--- config.mk ---
export PLATFORM = sky130hd
export DESIGN_NAME = dsm_dac_sample_sequencer
export DESIGN_NICKNAME = d
export VERILOG_FILES = /design/src/rtl/dsm_dac_sample_sequencer.sv
export SDC_FILE = /design/constraint.sdc
export NUM_CORES = 1
export LEC_CHECK = 0
export ABC_CLOCK_PERIOD_IN_PS = 6400
export CORE_ASPECT_RATIO = 1.1
export CORE_MARGIN = 2
export CORE_UTILIZATION = 55
export DETAILED_ROUTE_END_ITERATION = 16
export GPL_ROUTABILITY_DRIVEN = 0
export PLACE_DENSITY_LB_ADDON = 0.08
export SYNTH_ARGS = -nofsm -noshare
export SYNTH_HDL_FRONTEND = slang
export SYNTH_SLANG_ARGS = --single-unit
export TNS_END_PERCENT = 50
--- constraint.sdc ---
create_clock -name clk -period 6.4 [get_ports clk]
set_clock_uncertainty 0.1 [all_clocks]
set_input_delay 1.92 -clock clk [delete_from_list [all_inputs] [get_ports clk]]
set_output_delay 1.92 -clock clk [all_outputs]
set_load 0.01 [all_outputs]
--- src/rtl/dsm_dac_sample_sequencer.sv ---
// Sample sequencer for a 2nd-order delta-sigma DAC: sample FIFO, clk_en prescaler, per-sample dsm_in update.
// Optional soft-start ramp on stream start is enabled by defining DSM_SEQ_SOFT_START_EN.
module dsm_dac_sample_sequencer #(
    parameter int CLK_DIV    = 4,
    parameter int OSR        = 64,
    parameter int FIFO_DEPTH = 4,
    parameter int WIDTH      = 16
) (
    input  logic                          clk,
    input  logic                          rst,
    input  logic                          enable,
    input  logic [WIDTH-1:0]              s_data,
    input  logic                          s_valid,
    output logic                          s_ready,
    output logic [WIDTH-1:0]              dsm_in,
    output logic                          clk_en,
    output logic                          sample_tick,
    output logic                          underflow,
    output logic                          underflow_stk,
    output logic [$clog2(FIFO_DEPTH):0]   fifo_level,
    output logic [1:0]                    state
);
    localparam int DW = $clog2(CLK_DIV);
    localparam int OW = $clog2(OSR);
    localparam int AW = $clog2(FIFO_DEPTH);
    localparam int LW = AW + 1;

    // Handshake: a word transfers on a clock edge where s_valid & s_ready are both high;
    // s_ready depends only on FIFO fullness (no same-cycle pop bypass) and is low in reset.

    typedef enum logic [1:0] {IDLE = 2'd0, PRIME = 2'd1, RUN = 2'd2, STOP = 2'd3} state_t;
    state_t cur, nxt;

    logic [DW-1:0]    div_cnt;
    logic [OW-1:0]    osr_cnt;
    logic [WIDTH-1:0] mem [FIFO_DEPTH];
    logic [AW-1:0]    wr_ptr, rd_ptr;
    logic [LW-1:0]    level;
    logic             full, empty, push, pop, flush, load, clear_out, en_q;
    logic [WIDTH-1:0] head, load_word;

    assign clk_en      = (div_cnt == DW'(CLK_DIV - 1));
    assign sample_tick = clk_en && (osr_cnt == OW'(OSR - 1));
    assign full        = (level == LW'(FIFO_DEPTH));
    assign empty       = (level == '0);
    assign s_ready     = rst && !full;
    assign push        = s_valid && s_ready;
    assign head        = mem[rd_ptr];
    assign fifo_level  = level;
    assign state       = cur;

    always_ff @(posedge clk or negedge rst) begin
        if (!rst) begin
            div_cnt <= '0;
            osr_cnt <= '0;
        end else begin
            div_cnt <= clk_en ? '0 : div_cnt + 1'b1;
            if (clk_en)
                osr_cnt <= (osr_cnt == OW'(OSR - 1)) ? '0 : osr_cnt + 1'b1;
        end
    end

    always_comb begin
        nxt       = cur;
        pop       = 1'b0;
        flush     = 1'b0;
        load      = 1'b0;
        clear_out = 1'b0;
        underflow = 1'b0;
        case (cur)
            IDLE: if (enable) nxt = PRIME;
            PRIME: begin
                if (!enable) begin
                    nxt = IDLE;
                end else if (sample_tick && (level >= LW'(FIFO_DEPTH / 2))) begin
                    pop  = 1'b1;
                    load = 1'b1;
                    nxt  = RUN;
                end
            end
            RUN: begin
                if (sample_tick) begin
                    if (empty) begin
                        underflow = 1'b1;
                    end else begin
                        pop  = 1'b1;
                        load = 1'b1;
                    end
                end
                if (!enable) nxt = STOP;
            end
            STOP: begin
                if (sample_tick) begin
                    flush     = 1'b1;
                    clear_out = 1'b1;
                    nxt       = IDLE;
                end
            end
            default: nxt = IDLE;
        endcase
    end

`ifdef DSM_SEQ_SOFT_START_EN
    logic [2:0] shift, shift_nxt;

    // Ramp restarts at >>>4 on stream start; underflow ticks still step it down.
    always_comb begin
        shift_nxt = shift;
        if (cur == PRIME && load)
            shift_nxt = 3'd4;
        else if (cur == RUN && sample_tick && shift != 3'd0)
            shift_nxt = shift - 3'd1;
    end

    always_ff @(posedge clk or negedge rst) begin
        if (!rst) shift <= '0;
        else      shift <= shift_nxt;
    end

    assign load_word = WIDTH'($signed(head) >>> shift_nxt);
`else
    assign load_word = head;
`endif

    always_ff @(posedge clk or negedge rst) begin
        if (!rst) begin
            cur           <= IDLE;
            dsm_in        <= '0;
            en_q          <= 1'b0;
            underflow_stk <= 1'b0;
        end else begin
            cur  <= nxt;
            en_q <= enable;
            if (clear_out)  dsm_in <= '0;
            else if (load)  dsm_in <= load_word;
            // A new underflow in the same cycle as the enable edge keeps the flag set.
            if (underflow)                underflow_stk <= 1'b1;
            else if (enable && !en_q)     underflow_stk <= 1'b0;
        end
    end

    always_ff @(posedge clk) begin
        if (push) mem[wr_ptr] <= s_data;
    end

    always_ff @(posedge clk or negedge rst) begin
        if (!rst) begin
            wr_ptr <= '0;
            rd_ptr <= '0;
            level  <= '0;
        end else begin
            if (push) wr_ptr <= wr_ptr + 1'b1;
            if (flush) begin
                // A word accepted during the flush cycle survives it.
                rd_ptr <= wr_ptr;
                level  <= push ? LW'(1) : '0;
            end else begin
                if (pop) rd_ptr <= rd_ptr + 1'b1;
                case ({push, pop})
                    2'b10:   level <= level + 1'b1;
                    2'b01:   level <= level - 1'b1;
                    default: level <= level;
                endcase
            end
        end
    end
endmodule

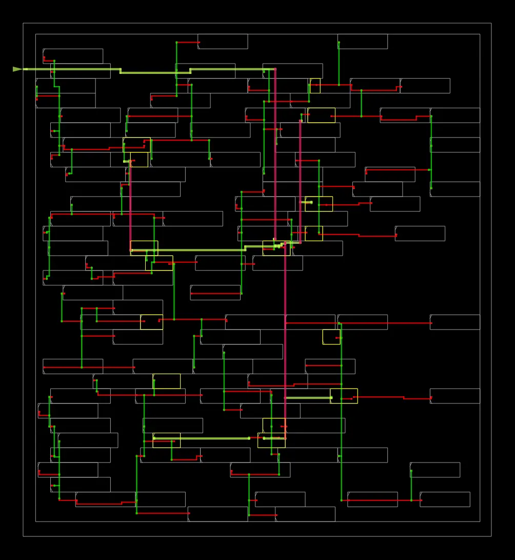
Figure 1: run 1, clock nets.
clock-net power: 386 uW
registers: 99

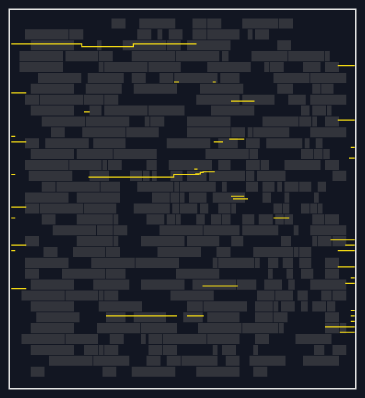
Figure 2: run 1, signal wires on met3.
(4 px per um)
- nets with wire on the layer: 30
- longest straight run: 21.2 um
- share of all routed wire: 2.8%
- main direction: horizontal

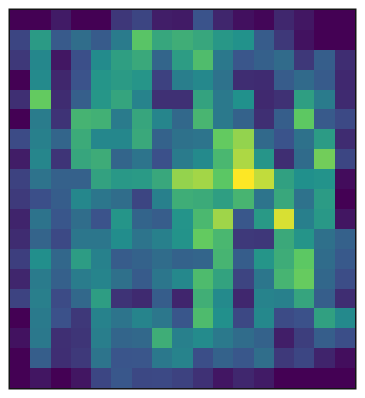
Figure 3: run 1, routed metal per tile.
(4 px per um) 17 x 19 tiles, from dark purple (low) to yellow (high), scaled to the fullest tile. Values are wire area over tile area, all layers added.
- nearly empty tiles: 6.2%
- tiles over half the peak: 25%
- fullest tile: 0.38
- emptiest ninth of the die: top right
- densest ninth of the die: middle
- mean over tiles: 0.13

==> results.tsv, run 1 <==
stage	metric	value	unit
logic_synthesis	dominant register cell	edfxtp_1	
worst_setup_path	crit end category	output port	
logic_synthesis	yosys simple share	6.29	%
layout	ClkCell Share	3.98	%
pwr	Pint	874	uW
grt	GRT overflow	0	
worst_setup_path	CP delay by family, top	buffers and inverters	
worst_setup_path	CP peak stage delay	0.53	ns
route	violation tally from detailed-route iteration zero	95	
worst_setup_path	Critical Path Source	rst	
min_path	worst hold endpoint	div_cnt[0]$_DFF_PN0_	
worst_setup_path	startpoint types	input port	
sta	WHS	0.343	ns
route	DRC	0	
job	max-cap viol count	0	
grt	GR Util All Layers	18.8	%
worst_setup_path	Reg-to-Reg Start	state[0]$_DFFE_PN0P_	
sta	# setup viols final	0	
layout	largest registers	mem x64, dsm_in x16, osr_cnt x6	
logic_synthesis	Synth Area in Adders	3.85	%
pwr	Top Consumer	sequential cells	
logic_synthesis	Mean Syn Cell Area	16.7	um2
floorplan	core area	7350	um2
pwr	P_comb	63.0	uW
layout	layout cell share with drive strength beyond 1	13.0	%
min_path	hold path depth	1	
worst_setup_path	r2r setup slk	3.57	ns
layout	logic area	1220	um2
pwr	Flop pwr share	60.5	%
worst_setup_path	Worst Path Buf+Inv	2	
floorplan	Top Ports	46	
floorplan	Rows	33	
logic_synthesis	Yosys top cell area share	46.9	%
layout	Flop area	2800	um2
route	Final ANT Viol Nets	0	
grt	Most Crowded Layer GR	met2	
grt	met2 Usage GRT	31.1	%
pwr	Power Density	237	nW/um2
placement	port buffer count	45	
route	DRT met1 WL	3.11	mm
outcome	outcome	complete, no violations	
worst_setup_path	critical-path cell list	buf_2, and2_1, clkdlybuf4s50_1	
pwr	Pwr Total	1140	uW
grt	wire length of the first global-routing pass	11.2	mm
placement	Place WS	1.71	ns
clock_network	Reg clk slew, reported paths	0.10	ns
placement	placed cell areas	4620	um2
Figure 4. Drive-strength map (run 1).
(3 px per um)
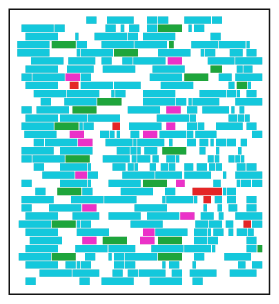

## Run 2: what changed since run 1
- ABC_CLOCK_PERIOD_IN_PS: 6400 -> 3770
- CORE_UTILIZATION: 55 -> 50
- clock period: 6.4 -> 3.77 ns (I/O delays scaled with it)
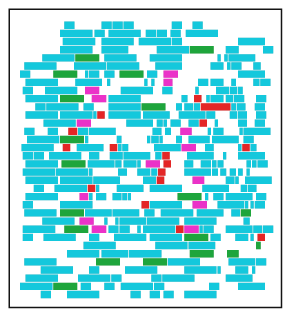
Figure 5: run 2, drive-strength map.
(3 px per um)
- _6 and larger: magenta (cells 14; share 4.5%; most used clkbuf_8)
- _0 and _1 cells: cyan (cells 260; share 84%; most used edfxtp_1)
- _2 cells: green (cells 19; share 6.1%; most used mux4_2)
- _3 and _4 cells: red (cells 16; share 5.2%; most used buf_4)

==> run 2 against run 1 <==
Count of clock-buffer cells in the layout is the same. Non-clock buffer count increased by 10. Global-route usage decreased by 1.1 points. Final cell count grew 8.0%. Sequential share of layout area decreased by 1.2 points. Total power is 70% higher. Worst setup slack lost 1.5 ns. Die size rose by 9.5%. Highest routed layer unchanged.
==> results.tsv, run 2 <==
stage	metric	value	unit	change
outcome	outcome	complete, no violations		unchanged
worst_setup_path	Critical Path Source	div_cnt[0]$_DFF_PN0_		was rst
logic_synthesis	Synth Area in Adders	3.85	%	unchanged
grt	wire length of the first global-routing pass	11.9	mm	was 11.2 mm
clock_network	Reg clk slew, reported paths	0.10	ns	about the same
worst_setup_path	Reg-to-Reg Start	state[0]$_DFFE_PN0P_		unchanged
layout	registers	99		unchanged
pwr	Pint	1490	uW	was 874 uW
sta	# setup viols final	0		unchanged
logic_synthesis	yosys simple share	6.29	%	unchanged
pwr	Flop pwr share	60.4	%	was 60.5%
worst_setup_path	Worst Path Buf+Inv	2		unchanged
floorplan	Top Ports	46		unchanged
route	DRT met1 WL	3.13	mm	was 3.11 mm
min_path	worst hold endpoint	div_cnt[0]$_DFF_PN0_		unchanged
grt	met2 Usage GRT	31.5	%	was 31.1%
worst_setup_path	CP delay by family, top	buffers and inverters		unchanged
job	max-cap viol count	0		unchanged
floorplan	Rows	34		was 33
worst_setup_path	startpoint types	flop		was input port
grt	Most Crowded Layer GR	met2		unchanged
min_path	hold path depth	1		unchanged
route	DRC	0		unchanged
layout	Flop area	2800	um2	unchanged
pwr	clock-net power	662	uW	was 386 uW
placement	port buffer count	45		unchanged
No activity file was given, so power comes from the tool's default toggle rates.
